File: src/rtl/fphub_adder_pipe.sv
// fphub_adder_pipe: 3-stage pipelined FPHUB adder/subtractor, one operation per cycle.
//   Operand format {sign, E-bit biased exponent, M-bit fraction}; value is 1.f with an
//   implicit least-significant one (ILSB). Rounding is plain truncation.
//   S1: effective sign, special detect, major/minor swap, exponent difference.
//   S2: align minor and add/subtract magnitudes.
//   S3: normalise, range check, result register (Z).
// Ports:
//   clk, rst_n            clock, asynchronous active-low reset
//   in_valid / in_ready   operand handshake (in_ready is combinational)
//   op_sub                1: Z = X - Y, 0: Z = X + Y
//   X, Y                  operands
//   out_valid / out_ready result handshake, full backpressure via a global stall
//   Z                     result
//   flags                 {invalid, overflow, underflow, zero}, only when the
//                         FPHUB_ADDER_FLAGS_EN macro is defined
module fphub_adder_pipe #(
  parameter int unsigned M          = 23,
  parameter int unsigned E          = 8,
  parameter int unsigned GUARD_BITS = 1
) (
  input  logic           clk,
  input  logic           rst_n,
  input  logic           in_valid,
  output logic           in_ready,
  input  logic           op_sub,
  input  logic [E+M:0]   X,
  input  logic [E+M:0]   Y,
  output logic           out_valid,
  input  logic           out_ready,
  output logic [E+M:0]   Z
`ifdef FPHUB_ADDER_FLAGS_EN
  ,
  output logic [3:0]     flags
`endif
);

  // Extended mantissa {0, 1, f, ILSB, guard}: one carry bit above the hidden one.
  localparam int unsigned MantW  = M + GUARD_BITS + 3;
  localparam int unsigned LzcW   = $clog2(MantW);
  localparam int unsigned ShW    = $clog2(MantW + 1);
  localparam logic [E+1:0] ExpMax = (E+2)'((1 << E) - 1);

  logic advance;
  assign advance  = out_ready | ~out_valid;
  assign in_ready = advance;

  // ---------------- Stage 1 ----------------
  logic           sx, sy, x_zero, y_zero, x_inf, y_inf, x_major;
  logic [E-1:0]   ex, ey, diff;
  logic [M-1:0]   fx, fy;
  logic           s1_valid_d, s1_spec_d, s1_sign_d, s1_sub_d;
  logic [E+M:0]   s1_spec_z_d;
  logic [E-1:0]   s1_exp_d;
  logic [M-1:0]   s1_fmaj_d, s1_fmin_d;
  logic [ShW-1:0] s1_sh_d;
  logic           s1_valid_q, s1_spec_q, s1_sign_q, s1_sub_q;
  logic [E+M:0]   s1_spec_z_q;
  logic [E-1:0]   s1_exp_q;
  logic [M-1:0]   s1_fmaj_q, s1_fmin_q;
  logic [ShW-1:0] s1_sh_q;
`ifdef FPHUB_ADDER_FLAGS_EN
  logic           s1_inv_d;
`endif

  always_comb begin
    sx      = X[E+M];
    sy      = Y[E+M] ^ op_sub;
    ex      = X[E+M-1:M];
    ey      = Y[E+M-1:M];
    fx      = X[M-1:0];
    fy      = Y[M-1:0];
    x_zero  = (ex == '0);
    y_zero  = (ey == '0);
    x_inf   = &ex;
    y_inf   = &ey;
    // Full magnitude tie keeps X as major.
    x_major = ({ex, fx} >= {ey, fy});

    s1_valid_d  = in_valid;
    s1_spec_d   = x_zero | y_zero | x_inf | y_inf;
    s1_spec_z_d = '0;
`ifdef FPHUB_ADDER_FLAGS_EN
    s1_inv_d    = 1'b0;
`endif
    if (x_inf && y_inf && (sx != sy)) begin
      s1_spec_z_d = {1'b0, {E{1'b1}}, {M{1'b0}}};
`ifdef FPHUB_ADDER_FLAGS_EN
      s1_inv_d    = 1'b1;
`endif
    end else if (x_inf) begin
      s1_spec_z_d = {sx, {E{1'b1}}, {M{1'b0}}};
    end else if (y_inf) begin
      s1_spec_z_d = {sy, {E{1'b1}}, {M{1'b0}}};
    end else if (x_zero && y_zero) begin
      s1_spec_z_d = {sx & sy, {(E+M){1'b0}}};
    end else if (x_zero) begin
      s1_spec_z_d = {sy, Y[E+M-1:0]};
    end else if (y_zero) begin
      s1_spec_z_d = X;
    end

    s1_sign_d = x_major ? sx : sy;
    s1_sub_d  = sx ^ sy;
    s1_exp_d  = x_major ? ex : ey;
    s1_fmaj_d = x_major ? fx : fy;
    s1_fmin_d = x_major ? fy : fx;
    diff      = x_major ? (ex - ey) : (ey - ex);
    // Any shift of MantW or more flushes the minor completely.
    s1_sh_d   = ({{(32-E){1'b0}}, diff} >= MantW) ? ShW'(MantW) : ShW'(diff);
  end

  // ---------------- Stage 2 ----------------
  logic [MantW-1:0] mant_maj, mant_min, s2_sum_d, s2_sum_q;
  logic             s2_valid_q, s2_spec_q, s2_sign_q;
  logic [E+M:0]     s2_spec_z_q;
  logic [E-1:0]     s2_exp_q;

  always_comb begin
    mant_maj = {2'b01, s1_fmaj_q, 1'b1, {GUARD_BITS{1'b0}}};
    mant_min = {2'b01, s1_fmin_q, 1'b1, {GUARD_BITS{1'b0}}} >> s1_sh_q;
    // Major has the larger magnitude, so the difference never goes negative.
    s2_sum_d = s1_sub_q ? (mant_maj - mant_min) : (mant_maj + mant_min);
  end

  // ---------------- Stage 3 ----------------
  logic [LzcW-1:0]  lzc;
  logic             found, cancel, ovf, unf;
  logic [MantW-1:0] norm;
  logic [M-1:0]     frac;
  logic [E+1:0]     exp_n;  // two's complement; bit E+1 set means negative
  logic [E+M:0]     z_d, z_q;
  logic             out_valid_q;

  always_comb begin
    lzc   = '0;
    found = 1'b0;
    for (int i = int'(MantW) - 2; i >= 0; i--) begin
      if (!found) begin
        if (s2_sum_q[i]) found = 1'b1;
        else             lzc   = lzc + LzcW'(1);
      end
    end

    if (s2_sum_q[MantW-1]) begin
      norm  = s2_sum_q >> 1;
      exp_n = {2'b00, s2_exp_q} + (E+2)'(1);
    end else begin
      norm  = s2_sum_q << lzc;
      exp_n = {2'b00, s2_exp_q} - (E+2)'(lzc);
    end
    frac   = norm[MantW-3 -: M];

    cancel = (s2_sum_q == '0);
    ovf    = !s2_spec_q && !cancel && !exp_n[E+1] && (exp_n >= ExpMax);
    unf    = !s2_spec_q && !cancel && (exp_n[E+1] || (exp_n == '0));

    if (s2_spec_q)  z_d = s2_spec_z_q;
    else if (cancel) z_d = '0;
    else if (ovf)   z_d = {s2_sign_q, {E{1'b1}}, {M{1'b0}}};
    else if (unf)   z_d = {s2_sign_q, {(E+M){1'b0}}};
    else            z_d = {s2_sign_q, exp_n[E-1:0], frac};
  end

  always_ff @(posedge clk or negedge rst_n) begin
    if (!rst_n) begin
      s1_valid_q  <= 1'b0;
      s1_spec_q   <= 1'b0;
      s1_sign_q   <= 1'b0;
      s1_sub_q    <= 1'b0;
      s1_spec_z_q <= '0;
      s1_exp_q    <= '0;
      s1_fmaj_q   <= '0;
      s1_fmin_q   <= '0;
      s1_sh_q     <= '0;
      s2_valid_q  <= 1'b0;
      s2_spec_q   <= 1'b0;
      s2_sign_q   <= 1'b0;
      s2_spec_z_q <= '0;
      s2_exp_q    <= '0;
      s2_sum_q    <= '0;
      out_valid_q <= 1'b0;
      z_q         <= '0;
    end else if (advance) begin
      s1_valid_q  <= s1_valid_d;
      s1_spec_q   <= s1_spec_d;
      s1_sign_q   <= s1_sign_d;
      s1_sub_q    <= s1_sub_d;
      s1_spec_z_q <= s1_spec_z_d;
      s1_exp_q    <= s1_exp_d;
      s1_fmaj_q   <= s1_fmaj_d;
      s1_fmin_q   <= s1_fmin_d;
      s1_sh_q     <= s1_sh_d;
      s2_valid_q  <= s1_valid_q;
      s2_spec_q   <= s1_spec_q;
      s2_sign_q   <= s1_sign_q;
      s2_spec_z_q <= s1_spec_z_q;
      s2_exp_q    <= s1_exp_q;
      s2_sum_q    <= s2_sum_d;
      out_valid_q <= s2_valid_q;
      z_q         <= z_d;
    end
  end

  assign out_valid = out_valid_q;
  assign Z         = z_q;

`ifdef FPHUB_ADDER_FLAGS_EN
  logic       s1_inv_q, s2_inv_q;
  logic [3:0] flags_d, flags_q;

  always_comb begin
    flags_d = {s2_inv_q, ovf, unf, (z_d[E+M-1:M] == '0)};
  end

  always_ff @(posedge clk or negedge rst_n) begin
    if (!rst_n) begin
      s1_inv_q <= 1'b0;
      s2_inv_q <= 1'b0;
      flags_q  <= '0;
    end else if (advance) begin
      s1_inv_q <= s1_inv_d;
      s2_inv_q <= s1_inv_q;
      flags_q  <= flags_d;
    end
  end

  assign flags = flags_q;
`endif

endmodule

File: config.mk
export PLATFORM = sky130hd
export DESIGN_NAME = fphub_adder_pipe
export DESIGN_NICKNAME = d
export VERILOG_FILES = /design/src/rtl/fphub_adder_pipe.sv
export SDC_FILE = /design/constraint.sdc
export NUM_CORES = 1
export LEC_CHECK = 0
export ABC_AREA = 1
export CORE_AREA = 5 5 187 189
export DETAILED_ROUTE_END_ITERATION = 6
export DIE_AREA = 0 0 192 194
export PLACE_DENSITY = 0.73
export RECOVER_POWER = 25
export SYNTH_ARGS = -nofsm -noshare
export SYNTH_HDL_FRONTEND = slang
export SYNTH_SLANG_ARGS = --single-unit
File: constraint.sdc
create_clock -name clk -period 36.6 [get_ports clk]
set_input_delay 3.66 -clock clk [delete_from_list [all_inputs] [get_ports clk]]
set_output_delay 3.66 -clock clk [all_outputs]
set_load 0.02 [all_outputs]
Figure 1. Wires at chosen ports, followed through buffers.
(1.5 px per um)
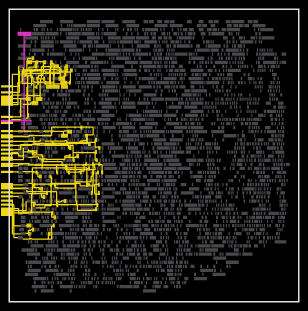
legend:
  out_valid:
    color: magenta
    direction: output
    end_cells: 1
    buffers: 1
    wire: 87.8 um
  Y:
    color: yellow
    direction: input
    end_cells: 89
    buffers: 32
    wire: 1870 um

Figure 2. Cell placement.
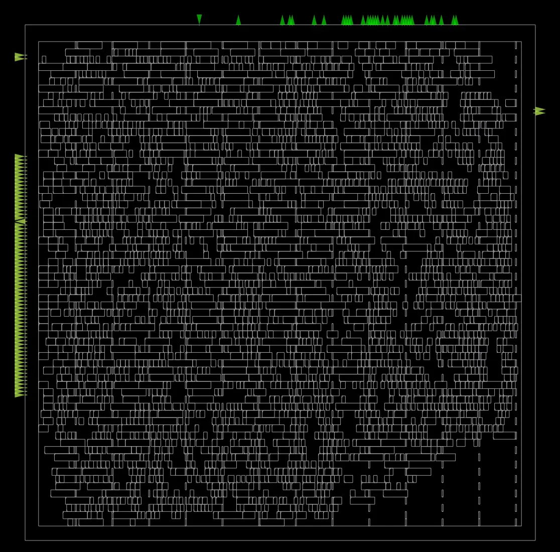
Seq/total area: 25.4%
fin util: 58.9%

==> metrics.cfg <==
[flow_run]
maxCapViolCount = 2

[clock_tree]
cts_tree = yes
cts_made_buffers = 17

[critical_path]
critical-path-max-stage-delay_ns = 0.57
worst_path_dominant_cell_family = adder cells
r2r_start = s2_sum_q[24]
worst_setup_path_end_kind = register
crit_path_end = Z[2]

[yosys]
largest_area_cell = dfrtp_1
synthTopCellsByCount = nand2_1 (759), o21ai_0 (335), inv_1 (321)
ys.flops = 198
async_flop_share_pct = 100
ys_seq_share_pct = 27.8

[hold_path]
holdCritStartpoint = s2_valid_q

[global_route]
grt_use_met3_pct = 4.45
top_usage_layer = met2
use_met2_pct = 46.8

[run_status]
violations = capacitance limit, slew limit
status = complete, but fails checks

[sta]
fin_ws_ns = 22.60
setup_viol = 0
fin_skew_ns = 0.0138
tns_ns = 0
slew_viol_final = 133

[final_layout]
lay_top_cells = nand2_1 (759), o21ai_0 (335), inv_1 (320)
final_cell_count_no_fill = 3177
dominant_cells = combinational gates

[die]
fp.dieW_um = 192
taps = 448
design.portCount = 103

[power_and_ir_drop]
total_power_mw = 1.43
powerComb_uw = 869
clock_power_share_pct = 14.1
switching_share_pct = 52.3

Figure 3. Local utilization.
(2 px per um) The die is cut into 19 by 19 equal tiles; dark blue is low, red is high, 0 to 100% covered.
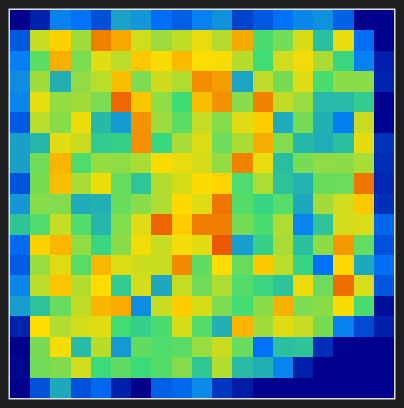
nearly empty tiles: 6.6%
densest ninth of the die: middle
fullest tile: 90%
Core ar.: 0.0331 mm2
Starting Density: 53.8%

